File: config.mk
export PLATFORM = sky130hd
export DESIGN_NAME = urv_rf_scrubber
export DESIGN_NICKNAME = d
export VERILOG_FILES = /design/src/rtl/urv_rf_scrubber_pkg.sv /design/src/rtl/urv_ecc_syndrome_dec.sv /design/src/rtl/urv_rf_scrubber.sv
export SDC_FILE = /design/constraint.sdc
export NUM_CORES = 1
export LEC_CHECK = 0
export CORE_ASPECT_RATIO = 1.5
export CORE_MARGIN = 2
export CORE_UTILIZATION = 35
export CTS_BUF_LIST = sky130_fd_sc_hd__clkbuf_4 sky130_fd_sc_hd__clkbuf_8 sky130_fd_sc_hd__clkbuf_16
export CTS_CLUSTER_SIZE = 25
export DETAILED_ROUTE_END_ITERATION = 10
export REMOVE_ABC_BUFFERS = 1
export SYNTH_ARGS = -nofsm -noshare
export SYNTH_HDL_FRONTEND = slang
export SYNTH_SLANG_ARGS = --single-unit --ignore-timing --ignore-initial --compat-mode --unroll-limit 50000
File: constraint.sdc
create_clock -name clk_i -period 4.36 [get_ports clk_i]
set_clock_uncertainty 0.2 [all_clocks]
set_input_delay 0.654 -clock clk_i [delete_from_list [all_inputs] [get_ports clk_i]]
set_output_delay 0.654 -clock clk_i [all_outputs]
set_load 0.005 [all_outputs]
File: src/rtl/urv_rf_scrubber_pkg.sv
// Shared definitions for the register-file ECC scrubber: word layout, FSM states
// and the ECC generator (32 data bits -> 7 check bits, SEC-DED).
package urv_rf_scrubber_pkg;

    localparam int c_data_w = 32;
    localparam int c_ecc_w  = 7;
    localparam int c_word_w = c_data_w + c_ecc_w;

    localparam logic [4:0] c_x0        = 5'd0;
    localparam logic [4:0] c_first_reg = c_x0 + 5'd1;
    localparam logic [4:0] c_last_reg  = 5'd31;

    typedef enum logic [2:0] {
        S_IDLE,
        S_READ,
        S_CHECK,
        S_WRITE,
        S_NEXT
    } scrub_state_t;

    function automatic logic [2:0] f_weight(input logic [6:0] c);
        return 3'(c[0]) + 3'(c[1]) + 3'(c[2]) + 3'(c[3]) +
               3'(c[4]) + 3'(c[5]) + 3'(c[6]);
    endfunction

    // Data bit n owns the n-th weight-3 column in ascending order; check bits own
    // the weight-1 columns, so any double error leaves an even-weight syndrome.
    function automatic logic [c_ecc_w-1:0] urv_ecc(input logic [c_data_w-1:0] d);
        logic [c_ecc_w-1:0] ecc;
        logic [c_ecc_w-1:0] col;
        int n;
        ecc = '0;
        n   = 0;
        for (int k = 1; k < 128; k++) begin
            col = 7'(k);
            if (f_weight(col) == 3'd3 && n < c_data_w) begin
                if (d[n[4:0]]) begin
                    ecc = ecc ^ col;
                end
                n++;
            end
        end
        return ecc;
    endfunction

endpackage

File: src/rtl/urv_ecc_syndrome_dec.sv
// Syndrome decoder: classifies a 39-bit {ecc,data} word as clean, single-bit
// (with the bit to flip) or multi-bit.
module urv_ecc_syndrome_dec
    import urv_rf_scrubber_pkg::*;
(
    input  logic [c_word_w-1:0] i_word,
    output logic                o_single,
    output logic                o_multi,
    output logic [c_word_w-1:0] o_flip_mask
);

    logic [c_ecc_w-1:0] w_syn;

    assign w_syn = urv_ecc(i_word[c_data_w-1:0]) ^ i_word[c_word_w-1:c_data_w];

    always_comb begin
        o_flip_mask = '0;
        for (int i = 0; i < c_data_w; i++) begin
            o_flip_mask[i] = (w_syn == urv_ecc(32'(1) << i));
        end
        for (int j = 0; j < c_ecc_w; j++) begin
            o_flip_mask[c_data_w + j] = (w_syn == (7'(1) << j));
        end
    end

    assign o_single = |o_flip_mask;
    assign o_multi  = (w_syn != '0) && !o_single;

endmodule

File: src/rtl/urv_rf_scrubber.sv
// Background ECC scrubber for the uRV register file; owns the shared write port.
// Optional macro URV_SCRUB_STATS_EN adds saturating correction/uncorrectable counters.
module urv_rf_scrubber
    import urv_rf_scrubber_pkg::*;
#(
    parameter int g_interval = 1024,
    parameter int g_max_wait = 15
) (
    input  logic                clk_i,
    input  logic                rst_i,
    input  logic                enable_i,
    input  logic                core_we_i,
    input  logic [4:0]          core_wa_i,
    input  logic [c_word_w-1:0] core_wd_i,
    output logic [4:0]          rf_ra_o,
    output logic                rf_re_o,
    input  logic [c_word_w-1:0] rf_rq_i,
    output logic                rf_we_o,
    output logic [4:0]          rf_wa_o,
    output logic [c_word_w-1:0] rf_wd_o,
    output logic                busy_o,
    output logic                err_corr_o,
    output logic                err_uncorr_o,
    output logic [4:0]          err_addr_o
`ifdef URV_SCRUB_STATS_EN
    ,
    output logic [15:0]         corr_cnt_o,
    output logic [15:0]         uncorr_cnt_o
`endif
);

    localparam int c_cnt_w  = $clog2(g_interval);
    localparam int c_wait_w = $clog2(g_max_wait + 1);
    localparam logic [c_cnt_w-1:0]  c_cnt_last = c_cnt_w'(g_interval - 1);
    localparam logic [c_wait_w-1:0] c_wait_max = c_wait_w'(g_max_wait);

    scrub_state_t          r_state, w_state_nxt;
    logic [4:0]            r_idx, w_idx_nxt;
    logic [c_cnt_w-1:0]    r_cnt, w_cnt_nxt;
    logic [c_wait_w-1:0]   r_wait, w_wait_nxt;
    logic                  r_stale, w_stale_nxt;
    logic [c_word_w-1:0]   r_corr, w_corr_nxt;
    logic                  r_err_corr, w_err_corr_nxt;
    logic                  r_err_uncorr, w_err_uncorr_nxt;
    logic [4:0]            r_err_addr, w_err_addr_nxt;

    logic                  w_hit, w_stale, w_re, w_scrub_we;
    logic                  w_single, w_multi;
    logic [c_word_w-1:0]   w_flip;

    urv_ecc_syndrome_dec u_dec (
        .i_word      (rf_rq_i),
        .o_single    (w_single),
        .o_multi     (w_multi),
        .o_flip_mask (w_flip)
    );

    // A core write to the register under scrub makes the word in flight stale.
    assign w_hit   = core_we_i && (core_wa_i == r_idx);
    assign w_stale = r_stale || w_hit;

    always_ff @(posedge clk_i or posedge rst_i) begin
        if (rst_i) begin
            r_state      <= S_IDLE;
            r_idx        <= c_first_reg;
            r_cnt        <= '0;
            r_wait       <= '0;
            r_stale      <= 1'b0;
            r_corr       <= '0;
            r_err_corr   <= 1'b0;
            r_err_uncorr <= 1'b0;
            r_err_addr   <= '0;
        end else begin
            r_state      <= w_state_nxt;
            r_idx        <= w_idx_nxt;
            r_cnt        <= w_cnt_nxt;
            r_wait       <= w_wait_nxt;
            r_stale      <= w_stale_nxt;
            r_corr       <= w_corr_nxt;
            r_err_corr   <= w_err_corr_nxt;
            r_err_uncorr <= w_err_uncorr_nxt;
            r_err_addr   <= w_err_addr_nxt;
        end
    end

    always_comb begin
        w_state_nxt      = r_state;
        w_idx_nxt        = r_idx;
        w_cnt_nxt        = r_cnt;
        w_wait_nxt       = r_wait;
        w_stale_nxt      = r_stale;
        w_corr_nxt       = r_corr;
        w_err_corr_nxt   = 1'b0;
        w_err_uncorr_nxt = 1'b0;
        w_err_addr_nxt   = r_err_addr;
        w_re             = 1'b0;
        w_scrub_we       = 1'b0;
        case (r_state)
            S_IDLE: begin
                if (enable_i) begin
                    if (r_cnt == c_cnt_last) begin
                        w_cnt_nxt   = '0;
                        w_idx_nxt   = c_first_reg;
                        w_state_nxt = S_READ;
                    end else begin
                        w_cnt_nxt = r_cnt + c_cnt_w'(1);
                    end
                end
            end
            S_READ: begin
                w_re        = 1'b1;
                w_stale_nxt = w_hit;
                w_state_nxt = S_CHECK;
            end
            S_CHECK: begin
                w_stale_nxt = w_stale;
                if (w_stale || (!w_single && !w_multi)) begin
                    w_state_nxt = S_NEXT;
                end else if (w_single) begin
                    w_corr_nxt  = rf_rq_i ^ w_flip;
                    w_wait_nxt  = '0;
                    w_state_nxt = S_WRITE;
                end else begin
                    w_err_uncorr_nxt = 1'b1;
                    w_err_addr_nxt   = r_idx;
                    w_state_nxt      = S_NEXT;
                end
            end
            S_WRITE: begin
                w_stale_nxt = w_stale;
                if (w_stale) begin
                    w_state_nxt = S_NEXT;
                end else if (!core_we_i) begin
                    w_scrub_we     = 1'b1;
                    w_err_corr_nxt = 1'b1;
                    w_err_addr_nxt = r_idx;
                    w_state_nxt    = S_NEXT;
                end else begin
                    w_wait_nxt = r_wait + c_wait_w'(1);
                    if (w_wait_nxt == c_wait_max) begin
                        w_state_nxt = S_NEXT;
                    end
                end
            end
            S_NEXT: begin
                if (!enable_i || r_idx == c_last_reg) begin
                    w_state_nxt = S_IDLE;
                end else begin
                    w_idx_nxt   = r_idx + 5'd1;
                    w_state_nxt = S_READ;
                end
            end
            default: w_state_nxt = S_IDLE;
        endcase
    end

    // Core writeback always owns the port; the scrubber only fills idle cycles.
    always_comb begin
        rf_we_o = 1'b0;
        rf_wa_o = '0;
        rf_wd_o = '0;
        if (core_we_i) begin
            rf_we_o = 1'b1;
            rf_wa_o = core_wa_i;
            rf_wd_o = core_wd_i;
        end else if (w_scrub_we) begin
            rf_we_o = 1'b1;
            rf_wa_o = r_idx;
            rf_wd_o = r_corr;
        end
    end

    assign rf_re_o      = w_re;
    assign rf_ra_o      = w_re ? r_idx : 5'd0;
    assign busy_o       = (r_state != S_IDLE);
    assign err_corr_o   = r_err_corr;
    assign err_uncorr_o = r_err_uncorr;
    assign err_addr_o   = r_err_addr;

`ifdef URV_SCRUB_STATS_EN
    logic [15:0] r_corr_cnt, r_uncorr_cnt;

    always_ff @(posedge clk_i or posedge rst_i) begin
        if (rst_i) begin
            r_corr_cnt   <= '0;
            r_uncorr_cnt <= '0;
        end else begin
            if (w_err_corr_nxt && r_corr_cnt != 16'hFFFF) begin
                r_corr_cnt <= r_corr_cnt + 16'd1;
            end
            if (w_err_uncorr_nxt && r_uncorr_cnt != 16'hFFFF) begin
                r_uncorr_cnt <= r_uncorr_cnt + 16'd1;
            end
        end
    end

    assign corr_cnt_o   = r_corr_cnt;
    assign uncorr_cnt_o = r_uncorr_cnt;
`endif

endmodule

==> run summary <==
critical-path cell with the highest stage delay: xnor3_2
measured slew at the worst slew-check pin: 0.948 ns
Filler Cell Count: 1410
Unique cell types: 59
Clock Path Buffers: 2
met1 WL: 8610 um
Setup crit end kind: register
met3 Track Usage GR: 0.0246
status: finished, final reports clean
Synth mux share: 0.0985
IO Count: 146
root buf cell: clkbuf_16
FP Util: 0.359
diode count: 0
final count of hold timing violations: 0
RR Startpoint: r_idx[2]$_DFFE_PP0P_
clock share of power: 0.151
combinational power: 3.44 mW
pin count of the biggest net entering global routing: 44
Mapped Cells: 569
Worst setup startpoint: rf_rq_i[3]
CORE AREA: 15700 um^2
Sequential cells colored by netlist name:
The bar under the picture is 20 um long. Other sequential cells in the stronger gray, the rest of the logic in the fainter gray.
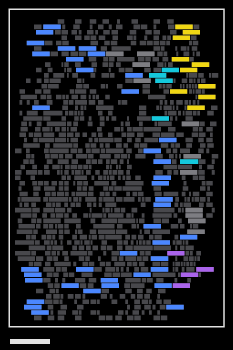
[purple] `r_wait` | sequential cells: 4 | where: lower right
[yellow] `r_cnt` | sequential cells: 10 | where: upper right
[blue] `r_corr` | sequential cells: 39 | where: all over the die
[cyan] `r_idx` | sequential cells: 5 | where: upper right
fraction of area in registers: 0.183
sequential power: 1.07 mW
fin util: 0.601
Flop area: 1730 um^2

Signal wires on met1:
The bar under the picture is 20 um long.
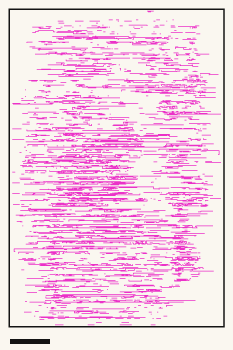
share of all routed wire: 39%
nets with wire on the layer: 899
wire length on this layer: 8610 um
Routed WL: 22100 um
GR Util met1: 0.298
routed vias: 5775

Zoomed window:
The bar under the picture is 20 um long. Region (29, 87) to (79, 137) um. Cells in gray, sequential cells in the stronger gray; small squares are vias.
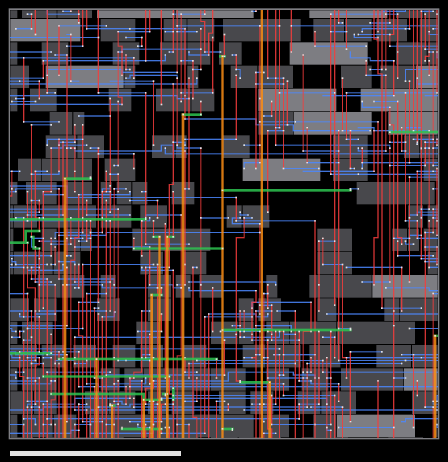
[orange] met4
[red] met2
[blue] met1
[green] met3
most frequent: buf_4 (36), xnor2_1 (11), nand2_1 (11)
sequential cells in the window: 10
netlist names of flops here include: `r_corr` (5), `r_idx` (3), `err_addr_o` (2)
cells with their middle in the window: 145

I/O pins on the die edge:
The bar under the picture is 20 um long. Pins as bars across the die edge, other pins in gray.
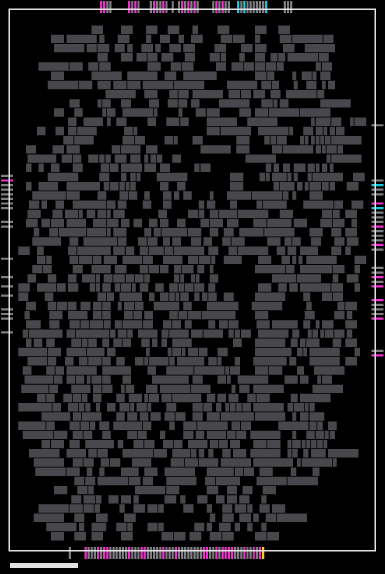
[magenta] `core_wd_i` | pins: 39 | direction: input | edge: 19 bottom, 11 top, 8 right, 1 left
[yellow] `core_we_i` | pins: 1 | direction: input | edge: bottom
[cyan] `err_addr_o` | pins: 5 | direction: output | edge: 3 top, 2 right
Die H: 159 um
Die W: 108 um
IO buf count: 145

No activity file was given, so power comes from the tool's default toggle rates.
